==> src/rtl/bit_serial_adder.sv <==
// bit_serial_adder: LSB-first serial adder, one bit per clock through a single sum/carry cell
// Ports: clk, rst_n (sync, active-low), start/a/b load operands in IDLE or DONE,
// busy is high while bits are being added, done pulses for one cycle when sum/cout update,
// sum/cout hold the last completed result.
module bit_serial_adder #(
  parameter int WIDTH = 8
) (
  input  logic             clk,
  input  logic             rst_n,
  input  logic             start,
  input  logic [WIDTH-1:0] a,
  input  logic [WIDTH-1:0] b,
  output logic             busy,
  output logic             done,
  output logic [WIDTH-1:0] sum,
  output logic             cout
);
  localparam int CW = $clog2(WIDTH + 1);
  typedef enum logic [1:0] {IDLE, RUN, DONE} state_t;
  state_t state;
  logic [WIDTH-1:0] sa, sb, r, r_next;
  logic [WIDTH:0] rr;
  logic [CW-1:0] cnt;
  logic c, s, c_next;
  always_comb begin
    s = sa[0] ^ sb[0] ^ c;
    c_next = (sa[0] & sb[0]) | (c & (sa[0] ^ sb[0]));
    rr = {s, r};
    r_next = rr[WIDTH:1];
  end
  always_ff @(posedge clk) begin
    if (!rst_n) begin
      state <= IDLE;
      busy <= 1'b0;
      done <= 1'b0;
      sum <= '0;
      cout <= 1'b0;
      sa <= '0;
      sb <= '0;
      r <= '0;
      c <= 1'b0;
      cnt <= '0;
    end else begin
      done <= 1'b0;
      if (state == RUN) begin
        sa <= sa >> 1;
        sb <= sb >> 1;
        r <= r_next;
        c <= c_next;
        cnt <= cnt + 1'b1;
        // last bit: publish the result and its final carry
        if (cnt == CW'(WIDTH - 1)) begin
          state <= DONE;
          busy <= 1'b0;
          done <= 1'b1;
          sum <= r_next;
          cout <= c_next;
        end
      end else if (start) begin
        state <= RUN;
        busy <= 1'b1;
        sa <= a;
        sb <= b;
        r <= '0;
        c <= 1'b0;
        cnt <= '0;
      end else begin
        state <= IDLE;
      end
    end
  end
endmodule

==> config.mk <==
export PLATFORM = sky130hd
export DESIGN_NAME = bit_serial_adder
export DESIGN_NICKNAME = d
export VERILOG_FILES = /design/src/rtl/bit_serial_adder.sv
export SDC_FILE = /design/constraint.sdc
export NUM_CORES = 1
export LEC_CHECK = 0
export CORE_UTILIZATION = 50
export CTS_CLUSTER_DIAMETER = 150
export CTS_CLUSTER_SIZE = 25
export DETAILED_ROUTE_END_ITERATION = 10
export GPL_TIMING_DRIVEN = 0
export PLACE_DENSITY = 0.87
export SETUP_SLACK_MARGIN = 0.2
export SYNTH_ARGS = -nofsm -noshare
export SYNTH_HDL_FRONTEND = slang
export SYNTH_SLANG_ARGS = --single-unit
==> constraint.sdc <==
create_clock -name clk -period 2.75 [get_ports clk]
set_clock_uncertainty 0.15 [all_clocks]
set_input_delay 0.55 -clock clk [delete_from_list [all_inputs] [get_ports clk]]
set_output_delay 0.55 -clock clk [all_outputs]
set_load 0.05 [all_outputs]
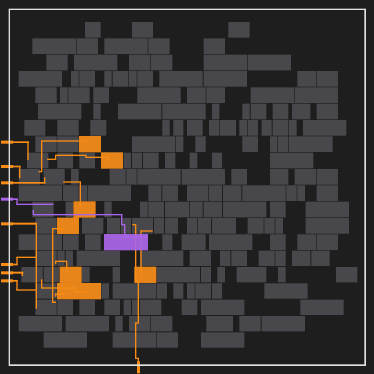
**Above:** I/O nets highlighted.
Scale: 6 px per um.
[orange] a | direction: input | end cells: 8 | wire: 140 um
[purple] busy | direction: output | end cells: 1 | wire: 30.8 um
number of input and output port buffers inserted: 29
# IOs: 30

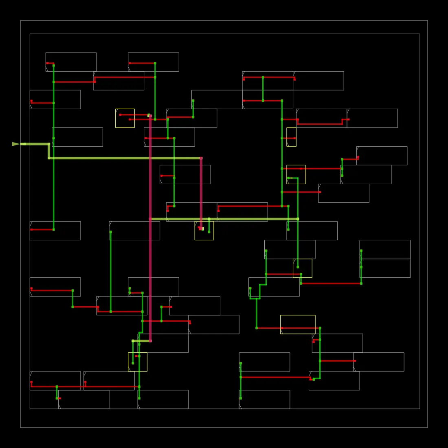
**Above:** clock routing.
layout clock buffer count: 7
TritonCTS buffer count: 5
flip-flop and latch count: 41
Clock net power: 0.000300 W

==> summary.log <==
qor: critical_path.crit_required 2.05 ns
qor: critical_path.critPathMaxFanout 2
qor: final_timing.tightestPinTransition 0.496 ns
qor: final_layout.nNetsFinal 218
qor: critical_path.critical_path.startpoint busy
qor: grt.antenna_found_initial 0
qor: grt.grt_pass1_wl 5.36 mm
qor: run_status.status complete, no violations
qor: power_and_ir_drop.irDropWorstVdd 337 uV
qor: floorplan.die.size.x 59.1 um
qor: final_timing.totalNegativeSetupSlack 0 ns
qor: synthesis.ys_sh_mux 0.105
qor: synthesis.post_synthesis_async_set_or_reset_flop_share 0
qor: synthesis.synth_warnings 0
qor: hold_path.min_path_type reg2reg
qor: critical_path.r2r_setup_slack 1.17 ns
qor: clocking.clkSinkCount 41
qor: floorplan.die_height 59.1 um
qor: final_layout.antenna_cells 0
qor: final_layout.final_common_cell sky130_fd_sc_hd__dfxtp_1
qor: synthesis.yosys_top_cell_area_share 0.504
qor: synthesis.synth_sequential_area_ratio 0.504
qor: synthesis.synth_cell_types 29
qor: detailed_routing.post-route-drc-count 0
qor: critical_path.timing.rr.end sum[0]
qor: final_layout.syn_to_final_growth 24.6%
qor: final_timing.total_setup_violations_reported_at_the_end_of_the_flow 0
qor: power_and_ir_drop.power_leakage 0.795 nW
qor: floorplan.floorplanUtilization 0.529
qor: synthesis.synth-main-ff-cell sky130_fd_sc_hd__dfxtp_1
qor: placed_design.place_congestion 0.897
qor: synthesis.synth_flop_count 41
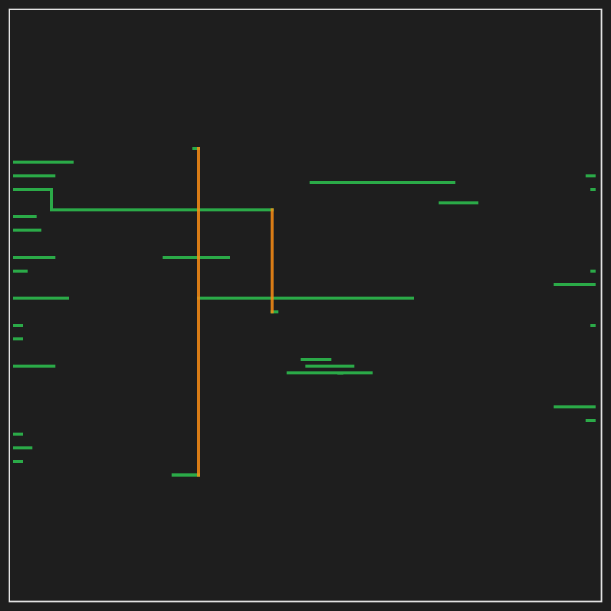
**Above:** routed metal, one colour a layer.
Scale: 10 px per um. Two of the layers only.
[green] metal 3 | wire length: 135 um
[orange] metal 4 | wire length: 42.8 um
wire per inst: 13.3 um
number of vias after detailed routing: 1327
all-layer global routing usage: 0.204
final WL: 3.20 mm

## worst min-delay path by stage
stage / start / to / slack [ns] / depth (start not counted)
after floorplan: r[3] / r[2] / 0.30 / 2
after global placement: r[6] / r[5] / 0.30 / 2
after detailed placement: sum[5] / sum[5] / 0.31 / 1
after CTS: r[5] / r[4] / 0.33 / 2
after global routing: sum[3] / sum[3] / 0.35 / 1
final: sum[5] / sum[5] / 0.33 / 1
## registers in the layout, summed over array words and instances, names as in the netlist
name,flops
busy,1
c,1
cnt,4
cout,1
done,1
r,7
sa,8
sb,8
state,2
sum,8
## metal layers
layer	vias to the layer above	GRT usage	part of all wire	wire length, um
met1	633	0.247	0.46	1480
met3	5	0.0415	0.042	134
li1	649	-	-	-
met4	0	0.0918	0.013	42
met5	-	0	0	0
met2	40	0.349	0.48	1550
## power by group
| group | internal (W) | switching, W |
|---|---|---|
| logic | 0.0000654 | 0.0000630 |
| registers | 0.000618 | 0.0000146 |
| clock network | 0.000121 | 0.000179 |
| total | 0.000804 | 0.000257 |
## area by class of cell
cell class	count	area share
inverters	2	0.00370
clock buffers	7	0.0271
plain buffers	13	0.0364
multi-input cells	105	0.358
repair buffers	29	0.143
well taps	44	0.0271
flip-flops and latches	41	0.404
## through the flow
step                setup slack, ns  hold WS [ns]  power (W)
detailed placement            0.665         0.311   0.000774
finish                        0.537         0.334    0.00106
global route                  0.481         0.350    0.00111
floorplan                      1.29         0.295   0.000724
global placement              0.670         0.304   0.000770
CTS                           0.525         0.332    0.00107
Power and IR drop assume default switching activity.
